==> src/rtl/jtag_tap_controller_if.sv <==
// Pin-side and chain-side signals of the JTAG TAP controller.
// slave = the TAP itself; master = whatever drives the pins and returns the chain output.
interface jtag_tap_controller_if;
  logic       TMS;
  logic       TDI;
  logic       bsc_tdo;
  logic       ShiftDR;
  logic       ClockDR;
  logic       UpdateDR;
  logic       Mode;
  logic       TDO;
  logic       TDO_en;
  logic [3:0] tap_state;

  modport slave (
    input  TMS, TDI, bsc_tdo,
    output ShiftDR, ClockDR, UpdateDR, Mode, TDO, TDO_en, tap_state
  );

  modport master (
    output TMS, TDI, bsc_tdo,
    input  ShiftDR, ClockDR, UpdateDR, Mode, TDO, TDO_en, tap_state
  );
endinterface

==> src/rtl/jtag_tap_controller.sv <==
// IEEE 1149.1-style TAP controller driving the ripple-adder boundary scan chain.
// Optional 32-bit ID register and IDCODE instruction: define JTAG_IDCODE_EN.
module jtag_tap_controller #(
  parameter int          IR_W         = 4,
  parameter logic [31:0] IDCODE_VALUE = 32'h1ADD_0001
) (
  input  logic                 TCK,
  input  logic                 TRST_n,
  jtag_tap_controller_if.slave jtag
);

  typedef enum logic [3:0] {
    TLR      = 4'hF,
    RTI      = 4'hC,
    SEL_DR   = 4'h7,
    CAP_DR   = 4'h6,
    SH_DR    = 4'h2,
    EX1_DR   = 4'h1,
    PAUSE_DR = 4'h3,
    EX2_DR   = 4'h0,
    UPD_DR   = 4'h5,
    SEL_IR   = 4'h4,
    CAP_IR   = 4'hE,
    SH_IR    = 4'hA,
    EX1_IR   = 4'h9,
    PAUSE_IR = 4'hB,
    EX2_IR   = 4'h8,
    UPD_IR   = 4'hD
  } tap_state_t;

  localparam logic [IR_W-1:0] IR_EXTEST  = '0;
  localparam logic [IR_W-1:0] IR_SAMPLE  = IR_W'(1);
  localparam logic [IR_W-1:0] IR_CAPTURE = IR_W'(5);
`ifdef JTAG_IDCODE_EN
  localparam logic [IR_W-1:0] IR_IDCODE  = IR_W'(2);
  localparam logic [IR_W-1:0] IR_RESET   = IR_IDCODE;
`else
  // Without the ID register the reset instruction is BYPASS (all ones).
  localparam logic [IR_W-1:0] IR_RESET   = '1;
  if (IDCODE_VALUE[0] != 1'b1) begin : g_idcode_lsb_clear
  end
`endif

  tap_state_t      r_state;
  tap_state_t      w_next;
  logic [IR_W-1:0] r_ir_shift;
  logic [IR_W-1:0] r_ir;
  logic            r_bypass;
  logic            r_tdo;
  logic            r_tdo_en;
  logic            r_shift_dr;
  logic            r_update_dr;
  logic            r_gate;
  logic            w_sel_bsc;
  logic            w_tdo_next;
`ifdef JTAG_IDCODE_EN
  logic [31:0]     r_id;
  logic            w_sel_id;
`endif

  // State register, rising TCK.
  always_ff @(posedge TCK or negedge TRST_n) begin
    if (!TRST_n) r_state <= TLR;
    else         r_state <= w_next;
  end

  always_comb begin
    w_next = r_state;
    case (r_state)
      TLR:      w_next = jtag.TMS ? TLR    : RTI;
      RTI:      w_next = jtag.TMS ? SEL_DR : RTI;
      SEL_DR:   w_next = jtag.TMS ? SEL_IR : CAP_DR;
      CAP_DR:   w_next = jtag.TMS ? EX1_DR : SH_DR;
      SH_DR:    w_next = jtag.TMS ? EX1_DR : SH_DR;
      EX1_DR:   w_next = jtag.TMS ? UPD_DR : PAUSE_DR;
      PAUSE_DR: w_next = jtag.TMS ? EX2_DR : PAUSE_DR;
      EX2_DR:   w_next = jtag.TMS ? UPD_DR : SH_DR;
      UPD_DR:   w_next = jtag.TMS ? SEL_DR : RTI;
      SEL_IR:   w_next = jtag.TMS ? TLR    : CAP_IR;
      CAP_IR:   w_next = jtag.TMS ? EX1_IR : SH_IR;
      SH_IR:    w_next = jtag.TMS ? EX1_IR : SH_IR;
      EX1_IR:   w_next = jtag.TMS ? UPD_IR : PAUSE_IR;
      PAUSE_IR: w_next = jtag.TMS ? EX2_IR : PAUSE_IR;
      EX2_IR:   w_next = jtag.TMS ? UPD_IR : SH_IR;
      UPD_IR:   w_next = jtag.TMS ? SEL_DR : RTI;
      default:  w_next = TLR;
    endcase
  end

  // Instruction decode; anything not recognised falls through to bypass.
  always_comb begin
    w_sel_bsc = (r_ir == IR_EXTEST) || (r_ir == IR_SAMPLE);
`ifdef JTAG_IDCODE_EN
    w_sel_id  = (r_ir == IR_IDCODE);
`endif
  end

  always_comb begin
    w_tdo_next = 1'b0;
    if (r_state == SH_IR) begin
      w_tdo_next = r_ir_shift[0];
    end else if (r_state == SH_DR) begin
      if (w_sel_bsc)     w_tdo_next = jtag.bsc_tdo;
`ifdef JTAG_IDCODE_EN
      else if (w_sel_id) w_tdo_next = r_id[0];
`endif
      else               w_tdo_next = r_bypass;
    end
  end

  // Capture/shift stages act on rising TCK while in the capture/shift states.
  always_ff @(posedge TCK or negedge TRST_n) begin
    if (!TRST_n) begin
      r_ir_shift <= '0;
      r_bypass   <= 1'b0;
    end else begin
      if (r_state == CAP_IR)     r_ir_shift <= IR_CAPTURE;
      else if (r_state == SH_IR) r_ir_shift <= {jtag.TDI, r_ir_shift[IR_W-1:1]};
      if (r_state == CAP_DR)     r_bypass   <= 1'b0;
      else if (r_state == SH_DR) r_bypass   <= jtag.TDI;
    end
  end

`ifdef JTAG_IDCODE_EN
  always_ff @(posedge TCK or negedge TRST_n) begin
    if (!TRST_n) begin
      r_id <= '0;
    end else if (w_sel_id) begin
      if (r_state == CAP_DR)     r_id <= IDCODE_VALUE;
      else if (r_state == SH_DR) r_id <= {jtag.TDI, r_id[31:1]};
    end
  end
`endif

  // Falling-TCK outputs. The ClockDR gate changes only while TCK is low,
  // so TCK & r_gate cannot glitch.
  always_ff @(negedge TCK or negedge TRST_n) begin
    if (!TRST_n) begin
      r_ir        <= IR_RESET;
      r_tdo       <= 1'b0;
      r_tdo_en    <= 1'b0;
      r_shift_dr  <= 1'b0;
      r_update_dr <= 1'b0;
      r_gate      <= 1'b0;
    end else begin
      r_tdo       <= w_tdo_next;
      r_tdo_en    <= (r_state == SH_IR) || (r_state == SH_DR);
      r_shift_dr  <= (r_state == SH_DR);
      r_update_dr <= (r_state == UPD_DR);
      r_gate      <= w_sel_bsc && ((w_next == CAP_DR) || (w_next == SH_DR));
      if (r_state == TLR)         r_ir <= IR_RESET;
      else if (r_state == UPD_IR) r_ir <= r_ir_shift;
    end
  end

  assign jtag.ClockDR   = TCK & r_gate;
  assign jtag.ShiftDR   = r_shift_dr;
  assign jtag.UpdateDR  = r_update_dr;
  assign jtag.Mode      = (r_ir == IR_EXTEST) && (r_state != TLR);
  assign jtag.TDO       = r_tdo;
  assign jtag.TDO_en    = r_tdo_en;
  assign jtag.tap_state = r_state;

endmodule

==> src/flat_wrapper.sv <==
// flat-port wrapper written by rule: the top's interface ports become plain ports
module jtag_tap_controller_flat 
#(
  parameter int          IR_W         = 4,
  parameter logic [31:0] IDCODE_VALUE = 32'h1ADD_0001
)
  (TCK, TRST_n, jtag_TMS, jtag_TDI, jtag_bsc_tdo, jtag_ShiftDR, jtag_ClockDR, jtag_UpdateDR, jtag_Mode, jtag_TDO, jtag_TDO_en, jtag_tap_state);
  jtag_tap_controller_if jtag_i ();
  input  logic TCK;
  input  logic TRST_n;
  input wire logic [$bits(jtag_i.TMS)-1:0] jtag_TMS;
  input wire logic [$bits(jtag_i.TDI)-1:0] jtag_TDI;
  input wire logic [$bits(jtag_i.bsc_tdo)-1:0] jtag_bsc_tdo;
  output wire logic [$bits(jtag_i.ShiftDR)-1:0] jtag_ShiftDR;
  output wire logic [$bits(jtag_i.ClockDR)-1:0] jtag_ClockDR;
  output wire logic [$bits(jtag_i.UpdateDR)-1:0] jtag_UpdateDR;
  output wire logic [$bits(jtag_i.Mode)-1:0] jtag_Mode;
  output wire logic [$bits(jtag_i.TDO)-1:0] jtag_TDO;
  output wire logic [$bits(jtag_i.TDO_en)-1:0] jtag_TDO_en;
  output wire logic [$bits(jtag_i.tap_state)-1:0] jtag_tap_state;
  assign jtag_i.TMS = jtag_TMS;
  assign jtag_i.TDI = jtag_TDI;
  assign jtag_i.bsc_tdo = jtag_bsc_tdo;
  assign jtag_ShiftDR = jtag_i.ShiftDR;
  assign jtag_ClockDR = jtag_i.ClockDR;
  assign jtag_UpdateDR = jtag_i.UpdateDR;
  assign jtag_Mode = jtag_i.Mode;
  assign jtag_TDO = jtag_i.TDO;
  assign jtag_TDO_en = jtag_i.TDO_en;
  assign jtag_tap_state = jtag_i.tap_state;
  jtag_tap_controller #(.IR_W(IR_W), .IDCODE_VALUE(IDCODE_VALUE)) u_core (.TCK(TCK), .TRST_n(TRST_n), .jtag(jtag_i));
endmodule
==> config.mk <==
export PLATFORM = sky130hd
export DESIGN_NAME = jtag_tap_controller_flat
export DESIGN_NICKNAME = d
export VERILOG_FILES = /design/src/rtl/jtag_tap_controller_if.sv /design/src/rtl/jtag_tap_controller.sv /design/src/flat_wrapper.sv
export SDC_FILE = /design/constraint.sdc
export NUM_CORES = 1
export LEC_CHECK = 0
export ABC_AREA = 1
export CAP_MARGIN = 20
export CORE_AREA = 10 10 57 55
export CTS_CLUSTER_DIAMETER = 40
export DETAILED_ROUTE_END_ITERATION = 10
export DIE_AREA = 0 0 67 65
export GPL_TIMING_DRIVEN = 0
export PLACE_DENSITY_LB_ADDON = 0.05
export SYNTH_ARGS = -nofsm -noshare
export SYNTH_HDL_FRONTEND = slang
export SYNTH_SLANG_ARGS = --single-unit
==> constraint.sdc <==
create_clock -name TCK -period 1.1 [get_ports TCK]
set_input_delay 0.165 -clock TCK [delete_from_list [all_inputs] [get_ports TCK]]
set_output_delay 0.165 -clock TCK [all_outputs]
set_load 0.05 [all_outputs]
### Sizing map, run 1

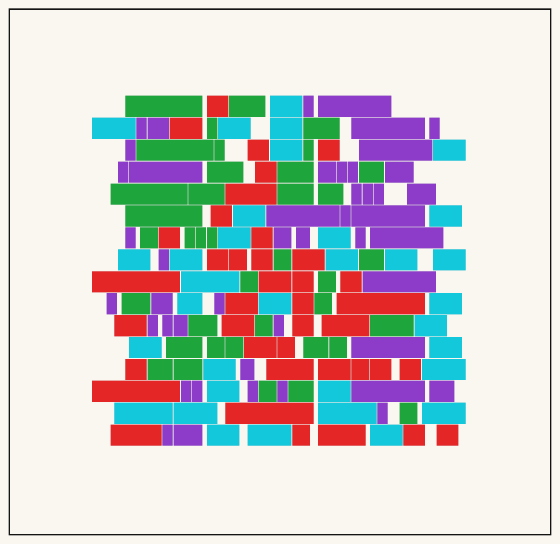
legend:
  purple:
    size: x1 and smaller
    cells: 46
    most_used: inv_1
  red:
    size: x3 and x4
    cells: 39
    most_used: buf_4
  green:
    size: x2
    cells: 38
  cyan:
    size: x6 and larger
    cells: 33
    most_used: buf_6

### Placed standard cells, run 1

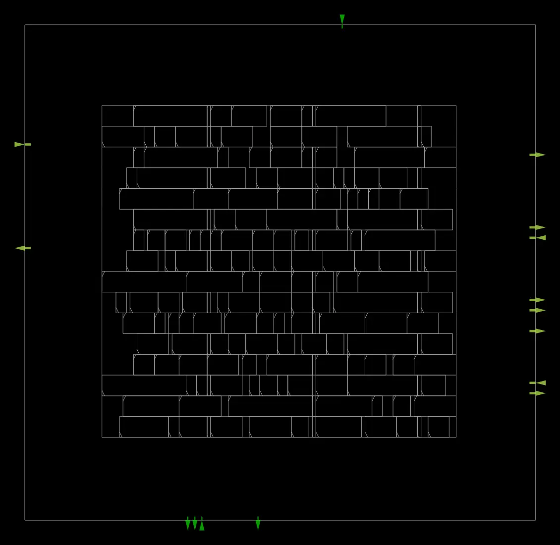
Seq/total area: 0.2782
n_taps: 27
core area: 0.002022 mm²

==> impl_metrics.yaml, run 1 <==
# yosys + openroad results
final_layout:
  area.growth.synth_to_final_pct: 103.0
  drive_gt1_frac: 0.7051
  antennaDiodeCount: 0
timing:
  tns_ns: -13.70
  setup_violations: 29
  fin_skew_ns: 0.06792
  hold_viol_final: 5
  whs_ns: -0.04040
  timing.final.ws_setup_ns: -0.9229
worst_setup_path:
  startpoint: "u_core.r_ir[0]$_DFFE_NN1P_"
  crit_fanout: 2
grt:
  grt_overflow_total: 0
  busiest_layer: "met2"
  use_met1: 0.1443
run_status:
  violations: "negative hold slack, negative setup slack"
  outcome: "finished with violations"
clock_tree:
  cts_tree: "built"
  clk_pin_slew_ns: 0.10
  post-cts-setup-buffer-count: 28
floorplan:
  die_w_um: 67
placement:
  globalplace.congestion: 0.9120
routing:
  via_per_inst: 5.186
synth:
  simple_gate_share: 0.2080
  synthCells: 100
### Routed metal, one color a layer, run 1

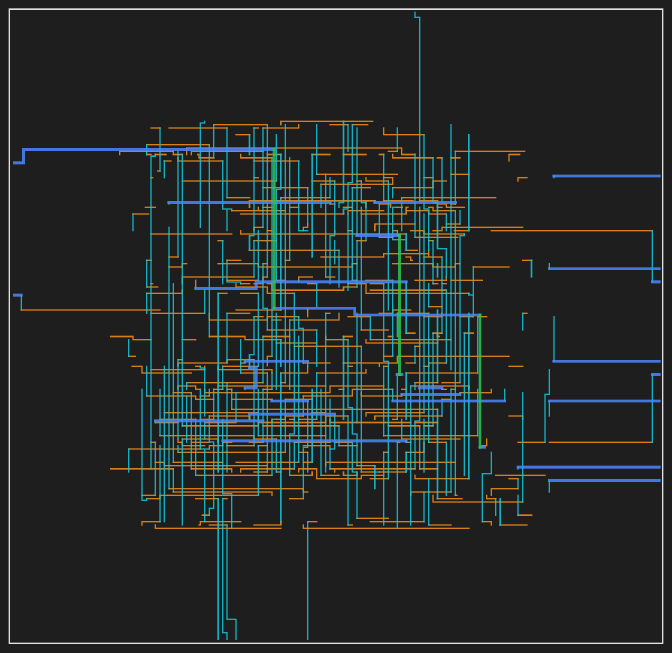
legend:
  orange:
    layer: M1
    wire_length: 1210 µm
  blue:
    layer: M3
    wire_length: 246 µm
  cyan:
    layer: M2
    wire_length: 1520 µm
  green:
    layer: M4
    wire_length: 44.2 µm

run 1: sequential cells by signal, indices dropped and copies added (netlist names):
signal and cells:
u_core.jtag.TDO 1, u_core.r_bypass 1, u_core.r_ir 4, u_core.r_ir_shift 4, u_core.jtag.tap_state 4, u_core.jtag.ShiftDR 1
u_core.jtag.TDO_en 1, u_core.jtag.UpdateDR 1, u_core.r_gate 1
run 1: cell usage after synthesis (2+ instances only):
cell type  number
nand2_1        20
inv_1          19
nor2_1         10
dfstp_2         8
nand3_1         7
a22oi_1         6
dfrtn_1         5
dfrtp_1         5
a21oi_1         4
o21ai_0         4
inv_2           2
o22ai_1         2
run 1: area by class of cell:
type                    instances  area [µm²]  share of cell area
clock buffers                   8       63.81             0.03734
well taps                      27       33.78             0.01977
clock inverters                 5       22.52             0.01318
flip-flops and latches         18       475.5              0.2782
repair buffers                 45       491.7              0.2877
multi-input cells              61       535.5              0.3133
inverters                      19       86.33             0.05051
run 1: worst max-delay path, stage by stage (launching register included):
cell and delay (ns):
dfstp_2 0.51, inv_2 0.04, nand2_1 0.09, nor2_2 0.05, buf_6 0.14
run 1: cells in the final DEF, fill, tap and decap left out, types with 4 or more instances in the layout:
cell	count
buf_6	24
inv_1	12
buf_4	11
nand2_1	10
inv_2	6
nor2_2	6
clkbuf_4	6
nand2_4	5
a22oi_2	5
nand2_2	5
buf_8	5
dfrtn_1	5
dfrtp_1	5
inv_4	4
dfstp_4	4
dfstp_2	4
run 1: report_power, final:
group / internal, mW / switching (mW)
combinational: 1.70 / 2.04
sequential: 1.10 / 0.261
clock: 0.281 / 0.262
total: 3.08 / 2.57
run 1: cell families (layout without fill, tap and decap cells):
kind of cell | after synthesis | after routing
DFF | 18 | 18
buffers and inverters | 21 | 77
AOI/OAI and AO/OA | 20 | 20
and+or+nand+nor | 41 | 41
## Run 2: what changed since run 1
--- a/config.mk
+++ b/config.mk
@@ -12,7 +12,7 @@
 export DETAILED_ROUTE_END_ITERATION = 10
 export DIE_AREA = 0 0 67 65
 export GPL_TIMING_DRIVEN = 0
-export PLACE_DENSITY_LB_ADDON = 0.05
+export PLACE_DENSITY = 0.75
 export SYNTH_ARGS = -nofsm -noshare
 export SYNTH_HDL_FRONTEND = slang
 export SYNTH_SLANG_ARGS = --single-unit
### Placed standard cells, run 2

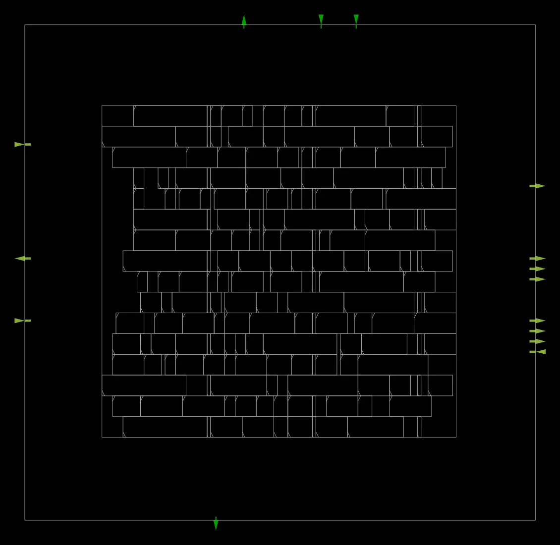
Seq/total area: 0.2770
Fillers: 104
final core occ: 0.8490

==> run 2 against run 1 <==
  * The run still ends with negative hold slack, negative setup slack left
  * Worst hold slack got worse by 0.023 ns
  * Sequential power fell by 3%
  * Sequential share of layout area shrank 0.12 points
  * Global-route usage increased by 1.2 points
  * Synthesized area unchanged
  * Clock skew is 0.0056 ns higher
  * Critical path depth is the same
  * Via count increased by 4.4%
  * Utilization up 0.37 points
  * Highest routed layer unchanged
==> impl_metrics.yaml, run 2 <==
# yosys + openroad results
run_status:
  outcome: "finished with violations"
  violations: "negative hold slack, negative setup slack"
pwr:
  seqPwrFrac: 0.221
  p_clk_frac: 0.100
  pg_clk_uw: 599
  switching_share: 0.4576
  comb_power_share: 0.678
  pg_comb_mw: 4.05
  p_int_mw: 3.238
  seq_power_mw: 1.32
  maxPowerGroup: "combinational logic"
routing:
  via_per_inst: 5.415
floorplan:
  die_w_um: 67
  core_mm2: 0.002022
final_layout:
  area.growth.synth_to_final_pct: 103.9
  antennaDiodeCount: 0
timing:
  timing.final.ws_setup_ns: -0.9483
  hold_viol_final: 5
  whs_ns: -0.06295
  setup_violations: 29
  fin_skew_ns: 0.07351
clock_tree:
  clk_pin_slew_ns: 0.11
  cts_tree: "built"
synth:
  synthCells: 100
  simple_gate_share: 0.2080
  synthTopCellsByCount: "20 x nand2_1, 19 x inv_1, 10 x nor2_1, 8 x dfstp_2, 7 x nand3_1"
grt:
  grt_overflow_total: 0
worst_setup_path:
  startpoint: "u_core.r_ir[2]$_DFFE_NN1P_"
### Placement by cell class, run 2

Fill, decap, tap and diode cells in gray.
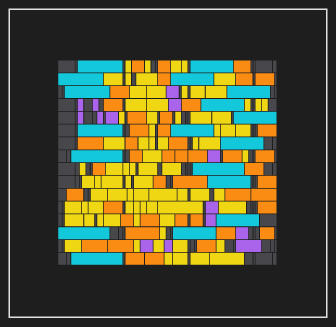
legend:
  orange:
    class: remaining buffers and delay cells
    cells: 45
  cyan:
    class: registers
    cells: 18
  purple:
    class: clock drivers and dummy loads
    cells: 14
  yellow:
    class: remaining logic cells
    cells: 79
num rows: 16
Finished Cell Area: 0.001717 mm²

## run 2: cell counts after synthesis
Identical to the previous run, type by type.
## run 2: metrics by stage
step	TNS (ns)	std cells	hold slack, ns
3_5_place_dp	-18.90	141	0.4995
5_1_grt	-16.99	183	-0.03796
2_1_floorplan	-8.292	100	-0.1306
3_3_place_gp	-18.50	141	0.4939
6_report	-15.96	183	-0.06295
4_1_cts	-14.00	175	-0.04177
## run 2: area by class of cell
cell class | instances | area (µm²) | area share
Multi-Input combinational cell | 61 | 541.8 | 0.3156
Timing Repair Buffer | 45 | 484.2 | 0.2821
Sequential cell | 18 | 475.5 | 0.2770
Inverter | 19 | 93.84 | 0.05466
Clock buffer | 7 | 60.06 | 0.03499
Tap cell | 27 | 33.78 | 0.01968
Clock inverter | 6 | 27.53 | 0.01603
## run 2: logic make-up (layout without fill, tap and decap cells)
kind of cell / count (synthesis) / in the layout
AOI/OAI and AO/OA: 20 / 20
and+or+nand+nor: 41 / 41
DFF: 18 / 18
buffers and inverters: 21 / 77
## run 2: metal layers
layer | track usage | up-vias | share of wire | routed length, µm
li1 | - | 442 | - | -
met1 | 0.1412 | 470 | 0.38 | 1222
met2 | 0.2216 | 65 | 0.47 | 1493
met3 | 0.06529 | 14 | 0.11 | 351
met4 | 0.1231 | 0 | 0.035 | 112
met5 | 0 | - | 0 | 0
## run 2: what timing repair did
action | CTS | global route
buffers inserted | 24 | 14
endpoints found under the hold margin | 5 | 5
pin swaps | 15 | 18
setup endpoints to repair | 38 | 29
gates resized | 136 | 27
## run 2: worst max-delay path, stage by stage (launching register included)
cell,delay [ns]
dfstp_2,0.53
inv_2,0.05
nand3_2,0.07
nor2_2,0.05
buf_6,0.14
Power is estimated from default activity; no workload was simulated.
